### src/rtl/fir_xifu_pkg.sv
// fir_xifu_pkg: shared types and constants for the FIR XIFU coprocessor.
// Ports: none (package). Provides id2ctrl_t, sb_entry_t, ctrl2ex_t and default sizes.
// The XIF id width inside the structs is fixed by X_ID_WIDTH_DEFAULT.
package fir_xifu_pkg;

  localparam int unsigned NB_SLOTS_DEFAULT   = 4;
  localparam int unsigned X_ID_WIDTH_DEFAULT = 4;

  // Decode -> controller: one decoded, valid instruction per cycle.
  typedef struct packed {
    logic                          issue;
    logic [X_ID_WIDTH_DEFAULT-1:0] id;
  } id2ctrl_t;

  // One scoreboard slot.
  typedef struct packed {
    logic                          valid;
    logic [X_ID_WIDTH_DEFAULT-1:0] id;
    logic                          committed;
    logic                          killed;
  } sb_entry_t;

  // Controller -> execute: status of the oldest in-flight instruction.
  typedef struct packed {
    logic                          head_valid;
    logic [X_ID_WIDTH_DEFAULT-1:0] head_id;
    logic                          go;
    logic                          drop;
  } ctrl2ex_t;

endpackage

### src/rtl/fir_xifu_perf_cnt.sv
// fir_xifu_perf_cnt: 32-bit event counter with synchronous clear, wraps modulo 2^32.
// Latency: count visible the cycle after en_i. No backpressure.
// Ports: clk_i, rst_ni (async, active-low), clear_i, en_i, cnt_o.
module fir_xifu_perf_cnt (
  input  logic        clk_i,
  input  logic        rst_ni,
  input  logic        clear_i,
  input  logic        en_i,
  output logic [31:0] cnt_o
);

  logic [31:0] cnt_q, cnt_d;

  always_comb begin
    cnt_d = cnt_q;
    if (clear_i) begin
      cnt_d = '0;
    end else if (en_i) begin
      cnt_d = cnt_q + 32'd1;
    end
  end

  always_ff @(posedge clk_i or negedge rst_ni) begin
    if (!rst_ni) begin
      cnt_q <= '0;
    end else begin
      cnt_q <= cnt_d;
    end
  end

  assign cnt_o = cnt_q;

endmodule

### src/rtl/fir_xifu_ctrl.sv
// fir_xifu_ctrl: in-order scoreboard matching XIF commits to issued instructions; tells EX when
//   the head may write back (go) or must be discarded (drop). Flags are registered: issue/commit at t
//   are visible at t+1. ready_o = ex_ready_i & ~full, no retire->issue bypass while full.
// Ports: clk_i, rst_ni (async, active-low), clear_i (sync flush), id2ctrl_i, commit_valid_i/id_i/kill_i,
//   ex_ready_i, ready_o, ctrl2ex_o, retire_i, busy_o. Optional macro FIR_XIFU_CTRL_PERF_EN adds
//   perf_issued_o, perf_killed_o, perf_stall_o. X_ID_WIDTH must equal the package id width.
module fir_xifu_ctrl
  import fir_xifu_pkg::*;
#(
  parameter int unsigned NB_SLOTS   = NB_SLOTS_DEFAULT,
  parameter int unsigned X_ID_WIDTH = X_ID_WIDTH_DEFAULT
) (
  input  logic                  clk_i,
  input  logic                  rst_ni,
  input  logic                  clear_i,
  input  id2ctrl_t              id2ctrl_i,
  input  logic                  commit_valid_i,
  input  logic [X_ID_WIDTH-1:0] commit_id_i,
  input  logic                  commit_kill_i,
  input  logic                  ex_ready_i,
  output logic                  ready_o,
  output ctrl2ex_t              ctrl2ex_o,
  input  logic                  retire_i,
  output logic                  busy_o
`ifdef FIR_XIFU_CTRL_PERF_EN
  ,
  output logic [31:0]           perf_issued_o,
  output logic [31:0]           perf_killed_o,
  output logic [31:0]           perf_stall_o
`endif
);

  localparam int unsigned PTR_W = $clog2(NB_SLOTS);
  localparam int unsigned CNT_W = PTR_W + 1;

  sb_entry_t        entries_q [NB_SLOTS];
  sb_entry_t        entries_d [NB_SLOTS];
  logic [PTR_W-1:0] wr_ptr_q, wr_ptr_d;
  logic [PTR_W-1:0] cm_ptr_q, cm_ptr_d;
  logic [PTR_W-1:0] rd_ptr_q, rd_ptr_d;
  logic [CNT_W-1:0] count_q, count_d;

  sb_entry_t head, cm_entry;
  logic      full, issue_fire, retire_fire;
  logic      head_go, head_drop;
  logic      commit_match, commit_bypass;

  assign full       = (count_q == CNT_W'(NB_SLOTS));
  assign ready_o    = ex_ready_i & ~full;
  assign issue_fire = id2ctrl_i.issue & ready_o;

  assign head      = entries_q[rd_ptr_q];
  assign head_go   = head.valid & head.committed & ~head.killed;
  assign head_drop = head.valid & head.committed &  head.killed;
  assign retire_fire = retire_i & (head_go | head_drop);

  // Commits arrive in program order, so only the oldest uncommitted entry can match.
  assign cm_entry     = entries_q[cm_ptr_q];
  assign commit_match = commit_valid_i & cm_entry.valid & ~cm_entry.committed
                      & (cm_entry.id == commit_id_i);
  // cm_ptr == wr_ptr with issue possible means every stored entry is already committed, so the
  // commit can only belong to the instruction being issued right now.
  assign commit_bypass = commit_valid_i & issue_fire & (cm_ptr_q == wr_ptr_q)
                       & (id2ctrl_i.id == commit_id_i);

  always_comb begin
    entries_d = entries_q;
    wr_ptr_d  = wr_ptr_q;
    cm_ptr_d  = cm_ptr_q;
    rd_ptr_d  = rd_ptr_q;
    count_d   = count_q + CNT_W'(issue_fire) - CNT_W'(retire_fire);

    if (issue_fire) begin
      entries_d[wr_ptr_q].valid     = 1'b1;
      entries_d[wr_ptr_q].id        = id2ctrl_i.id;
      entries_d[wr_ptr_q].committed = commit_bypass;
      entries_d[wr_ptr_q].killed    = commit_bypass & commit_kill_i;
      wr_ptr_d = wr_ptr_q + PTR_W'(1);
    end

    if (commit_match) begin
      entries_d[cm_ptr_q].committed = 1'b1;
      entries_d[cm_ptr_q].killed    = commit_kill_i;
    end
    if (commit_match | commit_bypass) begin
      cm_ptr_d = cm_ptr_q + PTR_W'(1);
    end

    if (retire_fire) begin
      entries_d[rd_ptr_q].valid = 1'b0;
      rd_ptr_d = rd_ptr_q + PTR_W'(1);
    end

    if (clear_i) begin
      for (int i = 0; i < NB_SLOTS; i++) begin
        entries_d[i] = '0;
      end
      wr_ptr_d = '0;
      cm_ptr_d = '0;
      rd_ptr_d = '0;
      count_d  = '0;
    end
  end

  always_ff @(posedge clk_i or negedge rst_ni) begin
    if (!rst_ni) begin
      for (int i = 0; i < NB_SLOTS; i++) begin
        entries_q[i] <= '0;
      end
      wr_ptr_q <= '0;
      cm_ptr_q <= '0;
      rd_ptr_q <= '0;
      count_q  <= '0;
    end else begin
      entries_q <= entries_d;
      wr_ptr_q  <= wr_ptr_d;
      cm_ptr_q  <= cm_ptr_d;
      rd_ptr_q  <= rd_ptr_d;
      count_q   <= count_d;
    end
  end

  // head_id is masked so a retired slot's stale id never leaks to EX.
  always_comb begin
    ctrl2ex_o            = '0;
    ctrl2ex_o.head_valid = head.valid;
    ctrl2ex_o.head_id    = head.valid ? head.id : '0;
    ctrl2ex_o.go         = head_go;
    ctrl2ex_o.drop       = head_drop;
  end

  assign busy_o = (count_q != '0);

`ifndef SYNTHESIS
  // EX must only retire a head that is cleared to go or drop.
  retire_legal_a: assert property (@(posedge clk_i) disable iff (!rst_ni || clear_i)
    retire_i |-> (head_go | head_drop));
`endif

`ifdef FIR_XIFU_CTRL_PERF_EN
  fir_xifu_perf_cnt u_perf_issued (
    .clk_i  (clk_i),
    .rst_ni (rst_ni),
    .clear_i(clear_i),
    .en_i   (issue_fire),
    .cnt_o  (perf_issued_o)
  );

  fir_xifu_perf_cnt u_perf_killed (
    .clk_i  (clk_i),
    .rst_ni (rst_ni),
    .clear_i(clear_i),
    .en_i   (retire_fire & head_drop),
    .cnt_o  (perf_killed_o)
  );

  fir_xifu_perf_cnt u_perf_stall (
    .clk_i  (clk_i),
    .rst_ni (rst_ni),
    .clear_i(clear_i),
    .en_i   (id2ctrl_i.issue & ~ready_o),
    .cnt_o  (perf_stall_o)
  );
`endif

endmodule
### config.mk
export PLATFORM = sky130hd
export DESIGN_NAME = fir_xifu_ctrl
export DESIGN_NICKNAME = d
export VERILOG_FILES = /design/src/rtl/fir_xifu_pkg.sv /design/src/rtl/fir_xifu_perf_cnt.sv /design/src/rtl/fir_xifu_ctrl.sv
export SDC_FILE = /design/constraint.sdc
export NUM_CORES = 1
export LEC_CHECK = 0
export ABC_AREA = 1
export CAP_MARGIN = 20
export CORE_ASPECT_RATIO = 1.1
export CORE_MARGIN = 2
export CORE_UTILIZATION = 41
export DETAILED_ROUTE_END_ITERATION = 16
export GPL_ROUTABILITY_DRIVEN = 0
export GPL_TIMING_DRIVEN = 0
export PLACE_DENSITY = 0.62
export SLEW_MARGIN = 30
export SYNTH_ARGS = -nofsm -noshare
export SYNTH_HDL_FRONTEND = slang
export SYNTH_SLANG_ARGS = --single-unit
export TNS_END_PERCENT = 100
### constraint.sdc
create_clock -name clk_i -period 5.05 [get_ports clk_i]
set_clock_uncertainty 0.15 [all_clocks]
set_input_delay 1.01 -clock clk_i [delete_from_list [all_inputs] [get_ports clk_i]]
set_output_delay 1.01 -clock clk_i [all_outputs]
set_load 0.02 [all_outputs]
Figure 1. Where the registers sit (run 1).
Bar = 20 um. Other sequential cells in the stronger grey, the rest of the logic in the fainter grey.
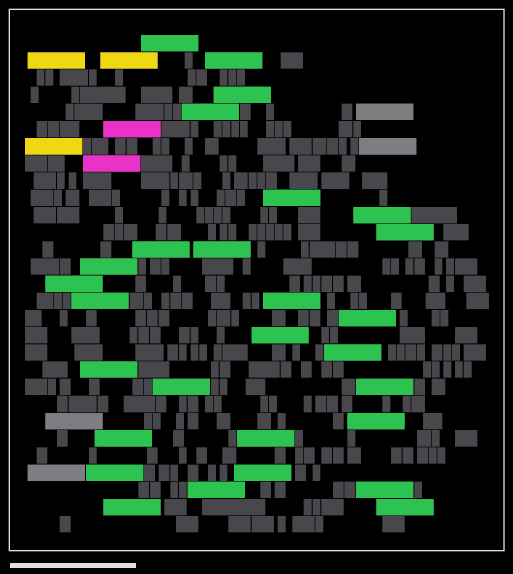
| signal | colour | sequential cells |
|---|---|---|
| `entries_q` | green | 28 |
| `count_q` | yellow | 3 |
| `wr_ptr_q` | magenta | 2 |
not coloured: 4
Final Util: 50.4%
Flop area: 926 sq um

Figure 2. Clock distribution (run 1).
Bar = 20 um.
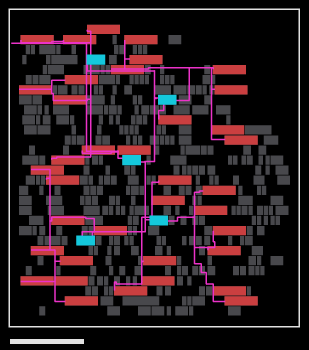
[clock wires] magenta | length: 536 um
[flip-flops] red | count: 37
[clock drivers] cyan | count: 5
routed clock nets: 6
flops lie: widely spread
Clk. pwr: 0.233 mW
clk ins delay skew pair: 0.29 ns
Clk network pwr share: 35.5%

==> qor.csv, run 1 <==
stage,metric,value,unit
critical_path,Critical Path Sink Type,output port,
cts,clock-pin slew on the worst setup and hold paths,0.08,ns
synth,post-synth top area share,37.4,%
cts,hold buffer count at CTS,0,
power,Int Pwr,0.472,mW
run_status,status,completed,
synth,Cell Type Count,29,
synth,synthesized area,2480,sq um
placement,placed cell areas,2830,sq um
synth,cells in synth_stat.txt,332,
power,logic gate share of total power,17.0,%
cts,Max Root-Sink Buffers,2,
timing,RSZ-0062 raised after global routing,false,
global_route,largest net degree at the start of global routing,21,
floorplan,Core ar.,5810,sq um
floorplan,std cell rows,29,
critical_path,CP Class,reg -> out,
layout,dominant logic cell type in the layout,nand2_1,
critical_path,Worst path top cell family by delay,buffers and inverters,
cts,Post-CTS Setup Bufs,0,
critical_path,Worst Path Buf+Inv,3,
power,peak supply drop,0.000125,V
critical_path,RR Endpoint,count_q[2]$_DFF_PN0_,
synth,number of synthesized flops with an enable pin,0,
placement,IO Port Bufs,23,
synth,register share after synthesis,37.4,%
detailed_routing,routed length per instance,15.0,um
synth,XOR/XNOR Fraction of Synth Area,1.41,%
layout,# fillers,606,
critical_path,CP peak stage delay,0.59,ns
synth,Nets at Floorplan,363,
critical_path,r2r startpoint,rd_ptr_q[1]$_DFFE_PN0P_,
detailed_routing,Post-DRT Antenna Nets,0,
hold_path,min-delay src,entries_q[23]$_DFFE_PN0P_,
critical_path,Critical Path Source Type,flip-flop,
critical_path,"reg-to-reg slack, setup",2.09,ns
hold_path,WHS Path Cells,2,
cts,TritonCTS clock tree,yes,
timing,"Slew Viols, Final",0,
critical_path,WP data arrival,2.55,ns
placement,placed cell count,433,
timing,Final Setup Violations,0,
detailed_routing,DRC Markers,0,
floorplan,# IOs,25,
run,max_cap viols,0,
timing,crit share post-route,73.4,%
layout,most frequent logic cells in the routed design,"nand2_1, inv_1, dfrtp_1",
hold_path,worst min-delay path category,reg -> reg,
timing,Worst Tran Pin Value,0.588,ns
cts,H-tree Lvls,2,
global_route,initial antenna violation count,0,
layout,Nets,394,
synth,Mux area share,0,%
global_route,first-pass GRT wire length,10900,um
floorplan,Die Ht,85.5,um
timing,Slew HR,60.8,%
critical_path,R2R depth,12,
synth,top_reg_cell synth,dfrtp_1,
timing,final hold violations,0,
critical_path,critical path required time,3.89,ns
layout,layout cells sized above 1,10.2,%
layout,logic area,1300,sq um
synth,Ys Warns,0,
synth,Syn Area/Cell,7.46,sq um
power,switching share of total power,28.1,%
synth,comb area leader,simple AND/OR/NAND/NOR gates,
cts,root buf cell,clkbuf_8,
global_route,vias in the first global route,2096,
floorplan,Die W,78.1,um
critical_path,Worst path slowest cell,clkdlybuf4s50_1,
critical_path,CP Launch Point,rd_ptr_q[1]$_DFFE_PN0P_,
timing,worst hold slack,0.394,ns
global_route,Overflow after GRT,0,
hold_path,WHS Endpoint,entries_q[23]$_DFFE_PN0P_,
synth,"Adder Share, Synth",7.88,%
synth,async set or reset register ratio after synthesis,100,%
Figure 3. Clock wiring as the flow saved it (run 1).
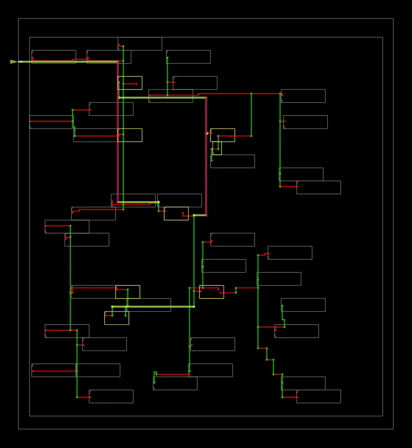
CTS sink count: 37
CTS Buf Count: 5
Layout clock buffers: 7

-- run 1: through the flow --
stage	total power, mW	setup slack, ns	util (%)
after floorplan	0.382	2.37	-
after global placement	0.426	1.56	48.3
after detailed placement	0.430	1.55	48.7
after CTS	0.663	1.33	50.4
after global routing	0.693	1.14	50.4
final	0.657	1.34	50.4
-- run 1: flip-flops by register name (all words and copies together), names as in the netlist --
name / count
cm_ptr_q: 2
wr_ptr_q: 2
rd_ptr_q: 2
entries_q: 28
count_q: 3
-- run 1: worst min-delay path, stage by stage, from the launching register on --
cell     delay [ns]
dfrtp_1        0.37
nand3_1        0.08
o21ai_0        0.07
-- run 1: cell usage after synthesis (2+ instances only) --
master	count
nor2_1	22
buf_6	3
nand2_1	77
clkbuf_1	4
o21ai_0	27
nand2_2	7
nand3_2	5
nor2_4	2
buf_4	2
dfrtp_1	37
inv_1	45
nand3_1	27
ha_1	14
o21ai_1	4
a21oi_1	22
o22ai_1	12
nand4_1	5
inv_2	4
xnor2_1	3
-- run 1: area by class of cell --
cell class	instances	share of cell area (%)
buffer	10	2.31
clock buffer	7	3.29
clock inverter	1	0.171
inverter	49	6.28
multi-input combinational	236	44.4
sequential	37	31.6
tap	77	3.29
timing repair buffer	24	8.64
-- run 1: power by group through the flow --
stage	clock network (mW)	registers (mW)	logic [mW]
2_1_floorplan	0	0.317	0.0656
3_3_place_gp	0	0.318	0.108
3_5_place_dp	0	0.318	0.111
4_1_cts	0.238	0.312	0.112
5_1_grt	0.255	0.314	0.125
6_report	0.233	0.312	0.111
-- run 1: layer usage --
metal	track usage (%)	part of all wire [%]	up-vias
met3	3.16	4.8	9
met5	0	0	-
met1	30.3	47	1035
li1	-	-	1144
met4	6.70	1.3	0
met2	34.7	47	57
Figure 4. Routed metal, one colour a layer (run 1).
Bar = 20 um. Two of the layers only.
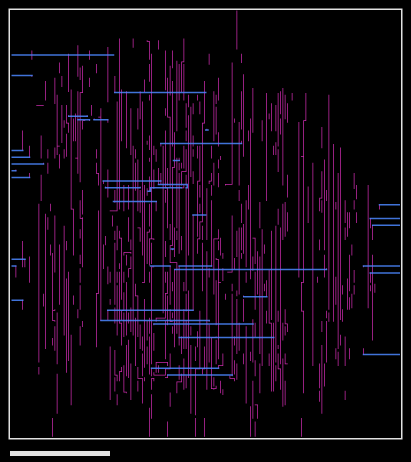

==> run 1 -> run 2 <==
- PLACE_DENSITY: 0.62 -> 0.64
- clock period: 5.05 -> 3.2 ns (I/O delays scaled with it)
Figure 5. Routed metal, one colour a layer (run 2).
Bar = 20 um. Two of the layers only.
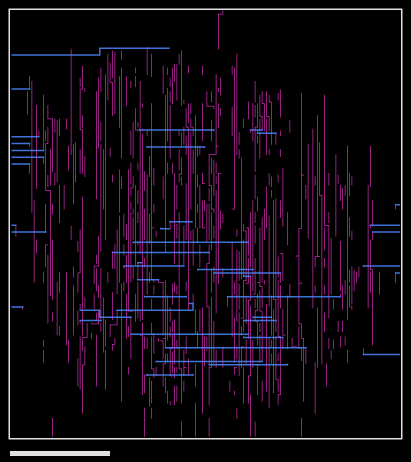
| layer | colour | wire length |
|---|---|---|
| metal 3 | blue | 398 um |
| metal 2 | magenta | 3220 um |
routed length per instance: 15.0 um
overall via count from detail_route: 2275
Total GRT Usage: 21.3%

Figure 6. Clock distribution (run 2).
Bar = 20 um.
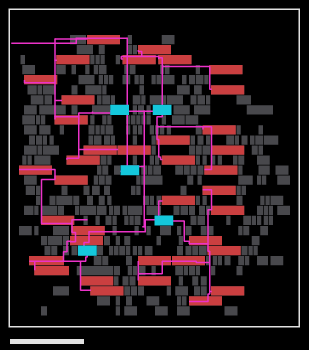
[clock drivers] cyan | count: 5
[clock wires] magenta | length: 515 um
[flip-flops] red | count: 37
routed clock nets: 6
Clk. pwr: 0.334 mW
Clk network pwr share: 33.2%

==> run 2 against run 1 <==
Compared with the run above: cell area grew 0.26%; flip-flop count did not move; highest routed layer unchanged; critical path type unchanged; worst setup slack got worse by 1.2 ns; largest power group unchanged; routed wire length down 0.57%; combinational power grew 61%; critical path depth unchanged; critical endpoint unchanged; total power rose by 53%; clock-buffer cell count is the same; synthesized cell count unchanged; via count up 1.3%; worst hold slack lost 0.22 ns.
==> qor.csv, run 2 <==
stage,metric,value,unit,change
synth,ao+oa area frac,15.2,%,unchanged
synth,comb area leader,simple AND/OR/NAND/NOR gates,,unchanged
layout,logic area,1310,sq um,was 1300 sq um
timing,Slew HR,64.3,%,was 60.8%
layout,largest reg by FF count,entries_q,,unchanged
detailed_routing,total wire length,6590,um,was 6630 um
synth,Mapped Cells,332,,unchanged
synth,top_reg_cell synth,dfrtp_1,,unchanged
power,peak supply drop,0.000196,V,was 0.000125 V
cts,CTS sink count,37,,unchanged
synth,Yosys reg bits,37,,unchanged
layout,Flop area,928,sq um,was 926 sq um
timing,worst hold slack,0.169,ns,was 0.394 ns
layout,dominant logic cell type in the layout,nand2_1,,unchanged
critical_path,CP Cell Sequence,inv_2 -> or2_2 -> a32oi_2 -> inv_1 -> nor2_1 -> buf_4 -> clkdlybuf4s50_1,,was inv_2 -> o21ai_0 -> o22ai_2 -> nand2_2 -> nor2_1 -> buf_4 -> clkdlybuf4s50_1
power,P_leak,1.40,nW,about the same
power,Total Power,1.01,mW,was 0.657 mW
layout,Antenna diodes,0,,unchanged
floorplan,chip area,6680,sq um,unchanged
hold_path,worst min-delay path category,in -> async,,was reg -> reg
global_route,first-pass GRT wire length,11000,um,was 10900 um
synth,number of synthesized flops with an enable pin,0,,unchanged
layout,Nets,395,,was 394
synth,Mux area share,0,%,unchanged
power,logic gate share of total power,17.8,%,was 17.0%
timing,final setup TNS,0,ns,unchanged
timing,final hold violations,0,,unchanged
cts,clk ins delay skew pair,0.29,ns,about the same
cts,hold buffer count at CTS,0,,unchanged
floorplan,# IOs,25,,unchanged
synth,Nets at Floorplan,363,,unchanged
detailed_routing,vias per std cell,5.16,,was 5.09
power,switching share of total power,28.1,%,about the same
global_route,vias in the first global route,2203,,was 2096
layout,max reg flops,28,,unchanged
floorplan,std cell rows,29,,unchanged
power,switching power,0.282,mW,was 0.185 mW
synth,synthesized area,2480,sq um,unchanged
floorplan,Core ar.,5810,sq um,unchanged
synth,post-synth top area share,37.4,%,unchanged
layout,Final Util,50.5,%,was 50.4%
cts,clock-pin slew on the worst setup and hold paths,0.07,ns,was 0.08 ns
power,Pwr per Cell Area,343,nW/um^2,was 224 nW/um^2
detailed_routing,Post-DRT Antenna Nets,0,,unchanged
critical_path,r2r startpoint,rd_ptr_q[1]$_DFFE_PN0P_,,unchanged
timing,Final Setup Violations,0,,unchanged
synth,"Adder Share, Synth",7.88,%,unchanged
critical_path,"reg-to-reg slack, setup",0.58,ns,was 2.09 ns
timing,Worst Slack Setup Final,0.185,ns,was 1.34 ns
detailed_routing,DRT iter0 DRCs,142,,was 129
layout,Final Non-Filler Cells,441,,unchanged
placement,placed cell areas,2830,sq um,unchanged
floorplan,Die W,78.1,um,unchanged
global_route,Overflow after GRT,0,,unchanged
synth,and+or+nand+nor area frac,27.9,%,unchanged
timing,fmax,332,MHz,
critical_path,Critical Path Source Type,flip-flop,,unchanged
synth,register share after synthesis,37.4,%,unchanged
timing,RSZ-0062 raised after global routing,false,,unchanged
detailed_routing,First-pass DRT Iterations,4,,unchanged
synth,commonest cells in the netlist,"nand2_1, inv_1, dfrtp_1, nand3_1, o21ai_0",,unchanged
timing,Worst Tran Pin Value,0.536,ns,was 0.588 ns
layout,# fillers,587,,was 606
cts,TritonCTS clock tree,yes,,unchanged
synth,most frequent cell after synthesis,nand2_1,,unchanged
power,Int Pwr,0.723,mW,was 0.472 mW
critical_path,RR Endpoint,count_q[2]$_DFF_PN0_,,unchanged
timing,crit share post-route,94.2,%,
placement,Post-DP HPWL,4830,um,was 4780 um
critical_path,Critical Path Sink Type,output port,,unchanged
critical_path,CP Launch Point,rd_ptr_q[0]$_DFFE_PN0P_,,was rd_ptr_q[1]$_DFFE_PN0P_
cts,H-tree Lvls,2,,unchanged
layout,Final Cell Area,2930,sq um,about the same
layout,most frequent logic cells in the routed design,"nand2_1, inv_1, dfrtp_1",,unchanged
layout,Area growth syn-to-layout,18.5,%,was 18.2%
synth,post-synth top area cell,dfrtp_1,,unchanged
placement,placed cell count,433,,unchanged
layout,layout cells sized above 1,11.3,%,was 10.2%
synth,async set or reset register ratio after synthesis,100,%,unchanged
detailed_routing,DRC Markers,0,,unchanged
cts,Max Root-Sink Buffers,2,,unchanged
critical_path,WP data arrival,2.22,ns,was 2.55 ns
run_status,status,completed,,unchanged
synth,Syn Area/Cell,7.46,sq um,unchanged
synth,cells in synth_stat.txt,332,,unchanged
critical_path,Worst Path Buf+Inv,4,,was 3
placement,IO Port Bufs,23,,unchanged
run,Log Warnings,35,,unchanged
layout,top flop regs,"entries_q: 28 flops, count_q: 3 flops",,unchanged
critical_path,R2R depth,12,,unchanged
timing,"Slew Viols, Final",0,,unchanged
global_route,initial antenna violation count,0,,unchanged
floorplan,Die Ht,85.5,um,unchanged
global_route,largest net degree at the start of global routing,21,,unchanged
critical_path,CP Class,reg -> out,,unchanged
floorplan,FP Core Util,42.7,%,unchanged
critical_path,CP Max Fanout,9,,was 11
cts,CTS Buf Count,5,,unchanged
cts,root buf cell,clkbuf_8,,unchanged
critical_path,critical path required time,2.41,ns,was 3.89 ns
critical_path,Worst path slowest cell,clkdlybuf4s50_1,,unchanged
placement,pre-CTS WS,0.181,ns,was 1.55 ns
synth,Ys Warns,0,,unchanged
synth,yosys stat area,2480,sq um,unchanged
timing,Final min period,3.01,ns,
critical_path,CP peak stage delay,0.59,ns,about the same
synth,XOR/XNOR Fraction of Synth Area,1.41,%,unchanged
run,max_cap viols,0,,unchanged
synth,Cell Type Count,29,,unchanged
synth,Largest cells by area,"dfrtp_1, nand2_1, ha_1, inv_1, nand3_1",,unchanged
power,Sequential Power Share,49.1,%,was 47.6%
critical_path,Worst path top cell family by delay,buffers and inverters,,unchanged
run 2: cell types whose count changed in the layout (fill, tap and decap cells not counted), sizes merged:
cell,before,now
buf,8,9
clkinv,1,0
run 2: layout make-up:
| cell class | count | area share [%] |
|---|---|---|
| multi-input combinational | 236 | 44.5 |
| sequential | 37 | 31.6 |
| timing repair buffer | 25 | 8.87 |
| inverter | 49 | 6.35 |
| tap | 77 | 3.28 |
| clock buffer | 7 | 2.94 |
| buffer | 10 | 2.39 |
run 2: cells by family after synthesis:
family	Yosys count
xor+xnor	4
compound gates	69
buf+inv	59
fa+ha+maj	15
flops	37
simple gates	148
run 2: worst max path at each step:
stage,depth (start not counted),slack [ns],to
4_1_cts,7,0.04,ctrl2ex_o[1]
3_5_place_dp,7,0.18,ctrl2ex_o[1]
2_1_floorplan,12,0.58,count_q[2]$_DFF_PN0_
3_3_place_gp,7,0.21,ctrl2ex_o[1]
6_report,7,0.19,ctrl2ex_o[1]
5_1_grt,7,0.06,ctrl2ex_o[1]
run 2: power groups by stage:
| stage | registers, mW | clock network, mW | logic (mW) |
|---|---|---|---|
| 6_report | 0.493 | 0.334 | 0.179 |
| 5_1_grt | 0.495 | 0.361 | 0.201 |
| 4_1_cts | 0.493 | 0.339 | 0.180 |
| 3_5_place_dp | 0.502 | 0 | 0.177 |
| 3_3_place_gp | 0.502 | 0 | 0.171 |
| 2_1_floorplan | 0.500 | 0 | 0.104 |
run 2: timing repair:
item                                    CTS  global route
resized                                   1             6
pin swaps                                 1             0
endpoints found under the setup margin    2             6
buffers inserted                          1             0
endpoints found under the hold margin     0             0
run 2: per-layer routing:
layer | track usage [%] | wire length, um
met3 | 3.68 | 398
met4 | 5.42 | 93
met1 | 27.8 | 2880
met5 | 0 | 0
met2 | 36.9 | 3220
Figure 7. Clock wiring as the flow saved it (run 2).
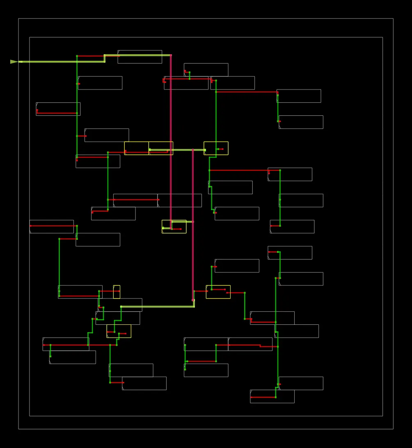

==> run 2 -> run 3 <==
==> constraint.sdc (replaced) <==
create_clock -name clk_i -period 3.2 [get_ports clk_i]
set_clock_uncertainty 0.15 [all_clocks]
set_input_delay 0.48 -clock clk_i [delete_from_list [all_inputs] [get_ports clk_i]]
set_output_delay 0.48 -clock clk_i [all_outputs]
set_load 0.02 [all_outputs]
Figure 8. Clock wiring as the flow saved it (run 3).
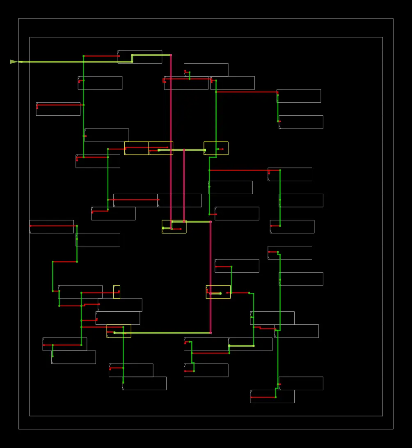
Clk. pwr: 0.339 mW
Seq cells: 37

==> run 3 against run 2 <==
Compared with the run above: the flow now finishes with violations (negative hold slack); utilization shrank 0.11 points; clock power grew 1%; combinational power is essentially flat; worst setup slack lost 0.019 ns; maximum frequency shrank 0.63%; via count grew 0.35%; largest cell class unchanged; highest routed layer unchanged.
==> qor.csv, run 3 <==
stage,metric,value,unit,change
power,switching power,0.288,mW,was 0.282 mW
timing,fmax,330,MHz,was 332 MHz
layout,layout cells sized above 1,10.4,%,was 11.3%
power,Int Pwr,0.724,mW,was 0.723 mW
synth,most frequent cell after synthesis,nand2_1,,unchanged
run,Log Warnings,35,,unchanged
synth,Cell Type Count,29,,unchanged
synth,Syn Area/Cell,7.46,sq um,unchanged
synth,Nets at Floorplan,363,,unchanged
critical_path,R2R depth,12,,unchanged
layout,Antenna diodes,0,,unchanged
detailed_routing,vias per std cell,5.17,,was 5.16
cts,CTS Buf Count,5,,unchanged
power,Comb power,0.180,mW,was 0.179 mW
synth,top_reg_cell synth,dfrtp_1,,unchanged
placement,pre-CTS WS,0.229,ns,was 0.181 ns
synth,cells in synth_stat.txt,332,,unchanged
run_status,status,"complete, but fails checks",,was completed
power,top power group,registers,,unchanged
timing,Worst Slack Setup Final,0.166,ns,was 0.185 ns
synth,Mapped Cells,332,,unchanged
cts,hold buffer count at CTS,0,,unchanged
timing,Final min period,3.03,ns,was 3.01 ns
detailed_routing,Post-DRT Antenna Nets,0,,unchanged
floorplan,FP Core Util,42.7,%,unchanged
layout,Area growth syn-to-layout,18.2,%,was 18.5%
synth,post-synth top area cell,dfrtp_1,,unchanged
synth,register share after synthesis,37.4,%,unchanged
timing,"Slew Viols, Final",0,,unchanged
layout,largest reg by FF count,entries_q,,unchanged
power,power of the sequential group,0.493,mW,about the same
cts,clock-pin slew on the worst setup and hold paths,0.07,ns,about the same
layout,Final Cell Area,2930,sq um,about the same
timing,Final Setup Violations,0,,unchanged
cts,root buf cell,clkbuf_8,,unchanged
power,Total Power,1.01,mW,about the same
layout,dominant logic cell type in the layout,nand2_1,,unchanged
floorplan,std cell rows,29,,unchanged
placement,placed cell count,433,,unchanged
run_status,failing checks,negative hold slack,,
global_route,vias in the first global route,2181,,was 2203
layout,max reg flops,28,,unchanged
layout,Final Util,50.4,%,was 50.5%
synth,Yosys reg bits,37,,unchanged
layout,Nets,396,,was 395
critical_path,WP data arrival,2.40,ns,was 2.22 ns
hold_path,worst min-delay path category,in -> async,,unchanged
layout,top flop regs,"entries_q: 28 flops, count_q: 3 flops",,unchanged
cts,Max Root-Sink Buffers,2,,unchanged
detailed_routing,total wire length,6650,um,was 6590 um
synth,synthesized area,2480,sq um,unchanged
timing,RSZ-0062 raised after global routing,false,,unchanged
critical_path,RR Endpoint,count_q[2]$_DFF_PN0_,,unchanged
placement,IO Port Bufs,23,,unchanged
synth,commonest cells in the netlist,"nand2_1, inv_1, dfrtp_1, nand3_1, o21ai_0",,unchanged
global_route,Total GRT Usage,21.2,%,was 21.3%
floorplan,Die Ht,85.5,um,unchanged
placement,placed cell areas,2830,sq um,unchanged
synth,number of synthesized flops with an enable pin,0,,unchanged
critical_path,Critical Path Source Type,flip-flop,,unchanged
timing,worst hold slack,-0.0000557,ns,was 0.169 ns
synth,Largest cells by area,"dfrtp_1, nand2_1, ha_1, inv_1, nand3_1",,unchanged
layout,Final Non-Filler Cells,442,,was 441
placement,Post-DP HPWL,4830,um,unchanged
floorplan,# IOs,25,,unchanged
layout,most frequent logic cells in the routed design,"nand2_1, inv_1, dfrtp_1",,unchanged
timing,final setup TNS,0,ns,unchanged
power,peak supply drop,0.000196,V,about the same
critical_path,critical path required time,2.57,ns,was 2.41 ns
power,switching share of total power,28.5,%,was 28.1%
detailed_routing,overall via count from detail_route,2283,,was 2275
cts,TritonCTS clock tree,yes,,unchanged
synth,async set or reset register ratio after synthesis,100,%,unchanged
timing,Worst Tran Pin Value,0.545,ns,was 0.536 ns
critical_path,r2r startpoint,rd_ptr_q[1]$_DFFE_PN0P_,,unchanged
timing,final hold violations,1,,was 0
synth,Ys Warns,0,,unchanged
critical_path,CP Max Fanout,9,,unchanged
run,max_cap viols,0,,unchanged
detailed_routing,routed length per instance,15.0,um,about the same
critical_path,"reg-to-reg slack, setup",0.39,ns,was 0.58 ns
critical_path,CP Launch Point,rd_ptr_q[0]$_DFFE_PN0P_,,unchanged
power,P_leak,1.41,nW,was 1.40 nW
cts,H-tree Lvls,2,,unchanged
power,Sequential Power Share,48.7,%,was 49.1%
cts,clk ins delay skew pair,0.29,ns,about the same
detailed_routing,First-pass DRT Iterations,4,,unchanged
floorplan,Die W,78.1,um,unchanged
critical_path,CP Class,reg -> out,,unchanged
critical_path,Critical Path Sink Type,output port,,unchanged
synth,yosys stat area,2480,sq um,unchanged
power,Pwr per Cell Area,346,nW/um^2,was 343 nW/um^2
global_route,largest net degree at the start of global routing,21,,unchanged
timing,crit share post-route,94.8,%,was 94.2%
timing,Slew HR,63.7,%,was 64.3%
global_route,first-pass GRT wire length,10900,um,was 11000 um
global_route,Overflow after GRT,0,,unchanged
power,Clk network pwr share,33.5,%,was 33.2%
detailed_routing,DRT iter0 DRCs,158,,was 142
floorplan,chip area,6680,sq um,unchanged
cts,CTS sink count,37,,unchanged
global_route,initial antenna violation count,0,,unchanged
power,logic gate share of total power,17.8,%,about the same
synth,post-synth top area share,37.4,%,unchanged
detailed_routing,DRC Markers,0,,unchanged
Figure 9. Cell classes on the final placement (run 3).
Fill, decap, tap and diode cells in grey.
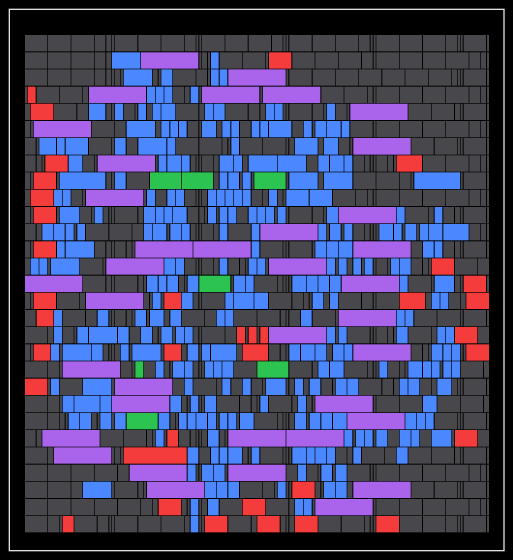
| class | colour | cells | share of their area |
|---|---|---|---|
| combinational and other logic | blue | 285 | 52% |
| other buffers and delay cells | red | 36 | 12% |
| flops | purple | 37 | 33% |
| clock drivers and dummy loads | green | 7 | 3.0% |
flop share of the area: 31.6%
Core ar.: 5810 sq um

## run 3: cell count changes in the layout (fill, tap and decap cells not counted)
cell	change
buf_4	+1
dfrtp_1	+2
a32oi_2	-1
inv_4	-1
dfrtp_2	-2
a32oi_1	+1
clkbuf_2	-1
clkbuf_1	+1
inv_2	+1
## run 3: per-layer routing
layer	vias up	share of wire [%]	GRT usage [%]
li1	1141	-	-
met1	1069	44	27.8
met2	66	49	36.5
met3	7	5.3	3.68
met4	0	1.1	5.26
met5	-	0	0
## run 3: critical path, cell delays in order, from the launching register on
cell and delay (ns):
dfrtp_1 0.50, inv_2 0.14, or2_2 0.29, a32oi_1 0.31, inv_1 0.07, nor2_1 0.09, buf_4 0.11, clkdlybuf4s50_1 0.59
## run 3: final cells by class
class | instances | area (sq um)
clock buffer | 7 | 86.3
sequential | 37 | 926
inverter | 49 | 184
timing repair buffer | 26 | 268
buffer | 10 | 68.8
multi-input combinational | 236 | 1300
tap | 77 | 96.3
fill | 592 | 2880
## run 3: logic make-up after synthesis
| kind of cell | after synthesis | share of synthesized area (%) |
|---|---|---|
| AOI/OAI and AO/OA | 69 | 15.2 |
| and+or+nand+nor | 148 | 27.9 |
| buffers and inverters | 59 | 10.2 |
| DFF | 37 | 37.4 |
| xor gates and xnor gates | 4 | 1.42 |
| adders and majority gates | 15 | 7.88 |
## run 3: how the worst max path moves through the flow
stage	cells after the start	endpoint
final	7	ctrl2ex_o[1]
after floorplan	12	count_q[2]$_DFF_PN0_
after CTS	7	ctrl2ex_o[1]
after detailed placement	12	count_q[2]$_DFF_PN0_
after global routing	7	ctrl2ex_o[1]
after global placement	12	count_q[2]$_DFF_PN0_
## run 3: timing repair
item / in CTS / in global routing
setup buffers: 0 / 2
setup endpoints to repair: 0 / 2
resized: 0 / 2
Power figures rest on the tool's default switching activity, not on a simulated workload.
